<file path="src/rtl/kgp_seq_pkg.sv">
// Shared definitions for the KGP-RISC multi-cycle sequencer: state codes,
// default widths and the block-RAM latency bounds.
package kgp_seq_pkg;

  localparam int DEF_PC_W    = 12;
  localparam int DEF_LABEL_W = 26;
  localparam int MEM_LAT_MIN = 1;
  localparam int MEM_LAT_MAX = 3;

  typedef enum logic [2:0] {
    S_IDLE   = 3'd0,
    S_FETCH  = 3'd1,
    S_WAIT   = 3'd2,
    S_DECODE = 3'd3,
    S_EXEC   = 3'd4,
    S_MEM    = 3'd5,
    S_WB     = 3'd6,
    S_HALT   = 3'd7
  } state_t;

  // Value loaded into the 2-bit latency counter on entry to WAIT/MEM.
  // Out-of-range latencies are clamped so the counter can never overflow.
  function automatic logic [1:0] lat_load(input int lat);
    int l;
    l = lat;
    if (l < MEM_LAT_MIN) l = MEM_LAT_MIN;
    if (l > MEM_LAT_MAX) l = MEM_LAT_MAX;
    return 2'(l - 1);
  endfunction

endpackage

</file>
<file path="src/rtl/kgp_seq_if.sv">
// Sequencer <-> core bus: decode/branch inputs, program counter and memory strobes.
// All strobes are single-cycle level pulses with no back-pressure; decode inputs are
// sampled only in the state that needs them, so they may change freely at other times.
interface kgp_seq_if
  import kgp_seq_pkg::*;
#(
  parameter int PC_W    = DEF_PC_W,
  parameter int LABEL_W = DEF_LABEL_W
);

  logic               run;
  logic               isBranch;
  logic [LABEL_W-1:0] label;
  logic               is_mem;
  logic               is_halt;
  logic [PC_W-1:0]    pc;
  logic               imem_en;
  logic               ir_load;
  logic               dmem_en;
  logic               reg_we;

  modport master (
    input  run, isBranch, label, is_mem, is_halt,
    output pc, imem_en, ir_load, dmem_en, reg_we
  );

  modport slave (
    output run, isBranch, label, is_mem, is_halt,
    input  pc, imem_en, ir_load, dmem_en, reg_we
  );

endinterface

</file>
<file path="src/rtl/kgp_seq_lat_cnt.sv">
// 2-bit loadable down-counter timing the block-RAM wait in WAIT and MEM.
// Counts down to zero and then holds; zero tells the FSM the wait is over.
module kgp_seq_lat_cnt (
  input  logic       clk,
  input  logic       rst,
  input  logic       load,
  input  logic [1:0] load_val,
  output logic [1:0] count,
  output logic       zero
);

  logic [1:0] cnt_q;

  always_ff @(posedge clk) begin
    if (rst) begin
      cnt_q <= 2'd0;
    end else if (load) begin
      cnt_q <= load_val;
    end else if (cnt_q != 2'd0) begin
      cnt_q <= cnt_q - 2'd1;
    end
  end

  assign count = cnt_q;
  assign zero  = (cnt_q == 2'd0);

endmodule

</file>
<file path="src/rtl/kgp_seq_ctrl.sv">
// KGP-RISC multi-cycle sequencer: owns the PC and steps FETCH/WAIT/DECODE/EXEC/MEM/WB.
// Optional retired-instruction counter output instr_cnt when KGP_SEQ_PERF_CNT_EN is defined.
module kgp_seq_ctrl
  import kgp_seq_pkg::*;
#(
  parameter int PC_W    = DEF_PC_W,
  parameter int LABEL_W = DEF_LABEL_W,
  parameter int MEM_LAT = 1
) (
  input  logic        clk,
  input  logic        rst,
  kgp_seq_if.master   bus,
  output logic [2:0]  state,
  output logic        halted
`ifdef KGP_SEQ_PERF_CNT_EN
  ,
  output logic [31:0] instr_cnt
`endif
);

  localparam logic [1:0] LAT_LOAD = lat_load(MEM_LAT);

  state_t          cur;
  state_t          nxt;
  logic [PC_W-1:0] pc_q;
  logic            mem_q;
  logic            imem_en_q;
  logic            ir_load_q;
  logic            dmem_en_q;
  logic            reg_we_q;
  logic            cnt_load;
  logic            cnt_zero;
  logic [1:0]      cnt_val;
  logic            nxt_cnt_zero;
  logic            label_unused;

  // Only the low PC_W bits of the branch target address instruction memory.
  assign label_unused = ^bus.label;

  kgp_seq_lat_cnt u_lat_cnt (
    .clk      (clk),
    .rst      (rst),
    .load     (cnt_load),
    .load_val (LAT_LOAD),
    .count    (cnt_val),
    .zero     (cnt_zero)
  );

  always_comb begin
    nxt = cur;
    case (cur)
      S_IDLE:   if (bus.run) nxt = S_FETCH;
      S_FETCH:  nxt = S_WAIT;
      S_WAIT:   if (cnt_zero) nxt = S_DECODE;
      S_DECODE: nxt = bus.is_halt ? S_HALT : S_EXEC;
      S_EXEC:   nxt = mem_q ? S_MEM : S_WB;
      S_MEM:    if (cnt_zero) nxt = S_WB;
      S_WB:     nxt = bus.run ? S_FETCH : S_IDLE;
      S_HALT:   nxt = S_HALT;
      default:  nxt = S_IDLE;
    endcase
  end

  assign cnt_load = ((nxt == S_WAIT) && (cur != S_WAIT)) ||
                    ((nxt == S_MEM)  && (cur != S_MEM));
  // Counter value in the next cycle is zero: that cycle is the last one of the wait.
  assign nxt_cnt_zero = cnt_load ? (LAT_LOAD == 2'd0) : (cnt_val == 2'd1);

  // Outputs are registered from the next state so they track the state register exactly.
  always_ff @(posedge clk) begin
    if (rst) begin
      cur       <= S_IDLE;
      pc_q      <= '0;
      mem_q     <= 1'b0;
      imem_en_q <= 1'b0;
      ir_load_q <= 1'b0;
      dmem_en_q <= 1'b0;
      reg_we_q  <= 1'b0;
      halted    <= 1'b0;
    end else begin
      cur <= nxt;
      if (cur == S_DECODE) mem_q <= bus.is_mem;
      if (cur == S_EXEC) begin
        pc_q <= bus.isBranch ? bus.label[PC_W-1:0] : pc_q + PC_W'(1);
      end
      imem_en_q <= (nxt == S_FETCH);
      ir_load_q <= (nxt == S_WAIT) && nxt_cnt_zero;
      dmem_en_q <= (nxt == S_MEM) && (cur != S_MEM);
      reg_we_q  <= (nxt == S_WB);
      halted    <= (nxt == S_HALT);
    end
  end

`ifdef KGP_SEQ_PERF_CNT_EN
  always_ff @(posedge clk) begin
    if (rst) begin
      instr_cnt <= 32'd0;
    end else if (cur == S_WB) begin
      instr_cnt <= instr_cnt + 32'd1;
    end
  end
`endif

  assign state       = cur;
  assign bus.pc      = pc_q;
  assign bus.imem_en = imem_en_q;
  assign bus.ir_load = ir_load_q;
  assign bus.dmem_en = dmem_en_q;
  assign bus.reg_we  = reg_we_q;

endmodule

</file>
<file path="src/flat_wrapper.sv">
// flat-port wrapper written by rule: the top's interface ports become plain ports
module kgp_seq_ctrl_flat import kgp_seq_pkg::*;
#(
  parameter int PC_W    = DEF_PC_W,
  parameter int LABEL_W = DEF_LABEL_W,
  parameter int MEM_LAT = 1
)
  (clk, rst, state, halted, bus_run, bus_isBranch, bus_label, bus_is_mem, bus_is_halt, bus_pc, bus_imem_en, bus_ir_load, bus_dmem_en, bus_reg_we);
  kgp_seq_if #(.PC_W(PC_W), .LABEL_W(LABEL_W)) bus_i ();
  input  logic clk;
  input  logic rst;
  output logic [2:0] state;
  output logic halted;
  input wire logic [$bits(bus_i.run)-1:0] bus_run;
  input wire logic [$bits(bus_i.isBranch)-1:0] bus_isBranch;
  input wire logic [$bits(bus_i.label)-1:0] bus_label;
  input wire logic [$bits(bus_i.is_mem)-1:0] bus_is_mem;
  input wire logic [$bits(bus_i.is_halt)-1:0] bus_is_halt;
  output wire logic [$bits(bus_i.pc)-1:0] bus_pc;
  output wire logic [$bits(bus_i.imem_en)-1:0] bus_imem_en;
  output wire logic [$bits(bus_i.ir_load)-1:0] bus_ir_load;
  output wire logic [$bits(bus_i.dmem_en)-1:0] bus_dmem_en;
  output wire logic [$bits(bus_i.reg_we)-1:0] bus_reg_we;
  assign bus_i.run = bus_run;
  assign bus_i.isBranch = bus_isBranch;
  assign bus_i.label = bus_label;
  assign bus_i.is_mem = bus_is_mem;
  assign bus_i.is_halt = bus_is_halt;
  assign bus_pc = bus_i.pc;
  assign bus_imem_en = bus_i.imem_en;
  assign bus_ir_load = bus_i.ir_load;
  assign bus_dmem_en = bus_i.dmem_en;
  assign bus_reg_we = bus_i.reg_we;
  kgp_seq_ctrl #(.PC_W(PC_W), .LABEL_W(LABEL_W), .MEM_LAT(MEM_LAT)) u_core (.clk(clk), .rst(rst), .bus(bus_i), .state(state), .halted(halted));
endmodule
</file>
<file path="config.mk">
export PLATFORM = sky130hd
export DESIGN_NAME = kgp_seq_ctrl_flat
export DESIGN_NICKNAME = d
export VERILOG_FILES = /design/src/rtl/kgp_seq_pkg.sv /design/src/rtl/kgp_seq_if.sv /design/src/rtl/kgp_seq_lat_cnt.sv /design/src/rtl/kgp_seq_ctrl.sv /design/src/flat_wrapper.sv
export SDC_FILE = /design/constraint.sdc
export NUM_CORES = 1
export LEC_CHECK = 0
export CORE_MARGIN = 10
export CORE_UTILIZATION = 42
export CTS_BUF_LIST = sky130_fd_sc_hd__clkbuf_16
export CTS_CLUSTER_SIZE = 25
export DETAILED_ROUTE_END_ITERATION = 8
export MAX_ROUTING_LAYER = met4
export PLACE_DENSITY = 0.79
export SYNTH_ARGS = -nofsm -noshare
export SYNTH_HDL_FRONTEND = slang
export SYNTH_SLANG_ARGS = --single-unit
</file>
<file path="constraint.sdc">
create_clock -name clk -period 2.2 [get_ports clk]
set_input_delay 0.44 -clock clk [delete_from_list [all_inputs] [get_ports clk]]
set_output_delay 0.44 -clock clk [all_outputs]
set_load 0.01 [all_outputs]
</file>
### PDN straps and rails

Scale bar: 20 um. Pins as bars on the die edge. Tap cells in grey.
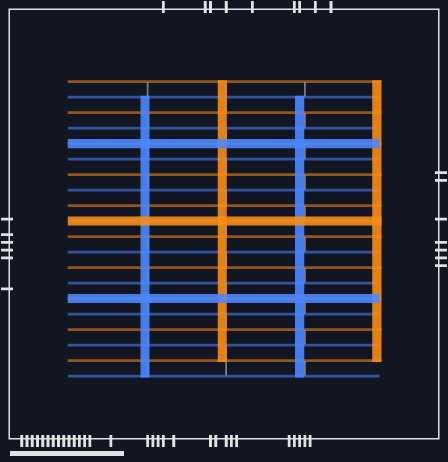
Blue is VSS. Orange is VDD.
31 tap cells. 4 straps on met4. 3 straps on met5. 20 met1 rails follow the rows.
worst-case vdd ir drop: 0.402 mV
CORE AREA: 2830 sq um
die height: 75.1 um

### Placement by cell class

Scale bar: 20 um.
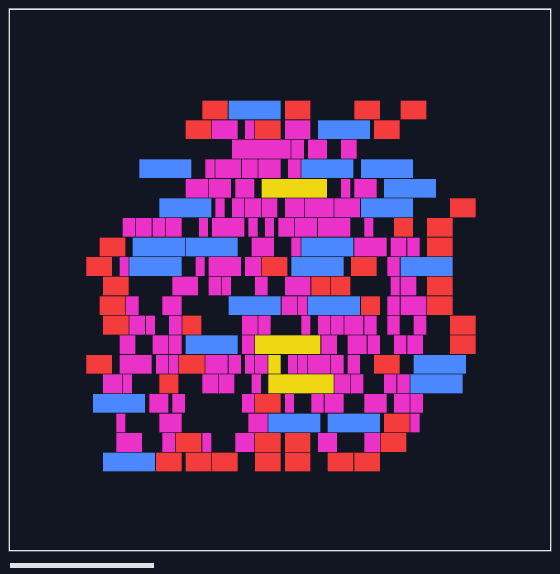
Red is other buffers and delay cells, cells 43. Magenta is combinational and other logic, cells 120. Blue is flops, cells 23. Yellow is clock drivers and dummy loads, cells 4.
post-layout util: 0.622
design area: 1760 sq um
Seq/total area: 0.262

### Clock wires, drivers and flops

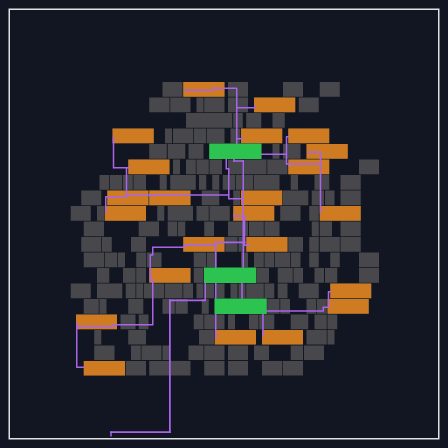
Purple is clock wires, length 296 um. Orange is flip-flops, count 23. Green is clock drivers, count 3.
There are 4 routed clock nets.
worst-skew pair later-pin latency: 0.26 ns
final clock skew: 0.00229 ns
clock power share: 0.324

### Metal layers overlaid

Scale bar: 20 um. Only two layers are drawn.
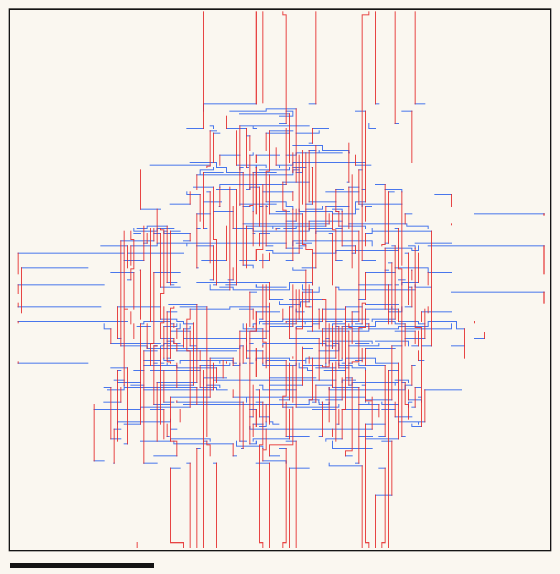
Blue is metal 1, wire length 1480 um. Red is metal 2, wire length 1830 um.
average wire per standard cell: 15.9 um
All-Layer GR Usage: 0.133
total wire length: 3.52 mm
Via Count: 1305

==> impl_metrics.ini <==
; flow metrics
[power]
power_switching_uw = 360
combPwrFrac = 0.258
intPower_uw = 865
pwr_density_cell_nw_per_um2 = 696
seq_power_share = 0.417
switching_share = 0.294
p_leak_uw = 0.000635

[floorplanning]
die_w_um = 75.1
ios = 52
core.rowCount = 19
fp_util = 0.451

[clock_network]
max-clock-path-buffers = 2
post-cts-setup-buffers = 0
ctsRootBufferMaster = clkbuf_16
cts_tree = yes
cts_sinks = 23
cts_buffers = 3
clk_pin_slew_worst_paths_ns = 0.06
htreeDepth = 1
postCtsHoldBufs = 0
cts_resized = 0

[global_route]
grt_max_degree = 17
grt_pass1_vias = 1275
grt_overflow_total = 0
grt_pass1_wl_mm = 5.91

[drt]
ant_nets = 0
dr.pass1.iters = 4
drt-vias-per-instance = 5.90
drt_iter0_drc = 142

[layout]
drive_gt1_frac = 0.0737
final_common_cell = clkdlybuf4s50_1
fillers = 247
antenna_cells = 0
lay_top_cells = clkdlybuf4s50_1 (37), dfxtp_1 (23), nand3_1 (12)
nets = 226
area_delta_synth_final_pct = 37.8

[timing]
max_freq_mhz = 511
finalHoldViolCount = 0
layout_min_cycle_time_ns = 1.96
tightest_slew_ns = 0.484
fin_setup_tns_ns = 0
slew_viol_final = 0
rsz0062_at_grt = false
period_used_share = 0.889
relSlewSlack = 0.677
setup_viol = 0

[synth]
yosys-top-cells-area = dfxtp_1 (36%), mux2i_1 (5.5%), nand3_1 (4.7%)
edf_count = 0
ys_cells = 153
ys.flop_type = dfxtp_1
synth-async-reset-ratio = 0
synth_top_cell_by_area = dfxtp_1
synth_area_sq_um = 1280
synth.distinct_cells = 45
fp_nets = 188
top_area_frac = 0.361
yosys_area_sq_um = 1280
synthCells = 153

[run_status]
status = complete, no violations

[critical_path]
critPathMaxStageDelay_ns = 0.64
start_kind = flop
arrival_ns = 1.52
path_max_fanout = 15
path_buffers = 1
end_kind = output pin
cp_top_family = buffers and inverters
cpMaxStageDelayCell = clkdlybuf4s50_1

[job]
maxCapViolations = 0
warnings = 41

[placed_design]
dp_hpwl_mm = 2.71
gp_congestion = 0.922
dpl_cell_area_sq_um = 1680

[min_path]
hp-class = flop to flop
final timing paths:
check	start	to	slack, ns	depth (start not counted)
max reg2reg	u_core.state[2]$_SDFF_PP0_	u_core.bus.pc[9]$_SDFFE_PP0N_	0.42	4
min reg2reg	u_core.u_lat_cnt.count[1]$_SDFFE_PP0N_	u_core.u_lat_cnt.count[1]$_SDFFE_PP0N_	0.49	2
max	u_core.state[0]$_SDFF_PP0_	state[0]	0.24	1
min	u_core.u_lat_cnt.count[1]$_SDFFE_PP0N_	u_core.u_lat_cnt.count[1]$_SDFFE_PP0N_	0.49	2
cells by family (layout without fill, tap and decap cells):
group / Yosys count / after routing / synth area share
compound gates: 40 / 40 / 0.206
flops: 23 / 23 / 0.361
mux: 8 / 8 / 0.0725
simple gates: 60 / 60 / 0.257
fa+ha+maj: 3 / 3 / 0.0294
buf+inv: 17 / 54 / 0.0608
xor+xnor: 2 / 2 / 0.0137
stage by stage:
| step | setup WS, ns | cells | util | hold slack [ns] | power, uW |
|---|---|---|---|---|---|
| floorplan | 0.635 | 153 | - | 0.457 | 712 |
| global placement | 0.322 | 217 | 0.594 | 0.470 | 815 |
| detailed placement | 0.274 | 217 | 0.594 | 0.495 | 836 |
| CTS | 0.237 | 221 | 0.622 | 0.505 | 1240 |
| global route | 0.183 | 221 | 0.622 | 0.540 | 1290 |
| finish | 0.244 | 221 | 0.622 | 0.495 | 1220 |
cells in the mapped netlist (3+ instances only):
cell type,number
a21oi_1,10
nand2b_1,3
nor2b_1,3
o21ai_0,7
dfxtp_1,23
a31oi_1,6
nand3_1,12
buf_2,5
nand2_1,10
nor3_1,6
nor2_1,9
mux2i_1,7
and3_1,3
ha_1,3
inv_1,7
layout make-up:
| cell class | instances | area [sq um] | area share |
|---|---|---|---|
| clock buffer | 3 | 75.1 | 0.0427 |
| clock inverter | 1 | 5.00 | 0.00284 |
| timing repair buffer | 43 | 415 | 0.236 |
| multi-input combinational | 113 | 738 | 0.420 |
| sequential | 23 | 460 | 0.262 |
| inverter | 7 | 26.3 | 0.0149 |
| tap | 31 | 38.8 | 0.0220 |
state kept, by name (all words and copies together) (netlist names):
signal	cells
u_core.mem_q	1
u_core.bus.pc	12
u_core.u_lat_cnt.count	2
u_core.bus.ir_load	1
u_core.bus.reg_we	1
u_core.halted	1
u_core.bus.dmem_en	1
u_core.state	3
u_core.bus.imem_en	1
power by group through the flow:
stage | clock, uW | combinational [uW] | sequential, uW
after floorplan | 0 | 209 | 503
after global placement | 0 | 299 | 516
after detailed placement | 0 | 316 | 520
after CTS | 402 | 322 | 511
after global routing | 418 | 355 | 521
final | 397 | 316 | 511
metal layers:
metal | track usage | part of all wire
met2 | 0.231 | 0.52
met4 | 0.0588 | 0.020
met3 | 0.0105 | 0.041
met5 | - | 0
met1 | 0.151 | 0.42
Power and IR drop assume default switching activity.
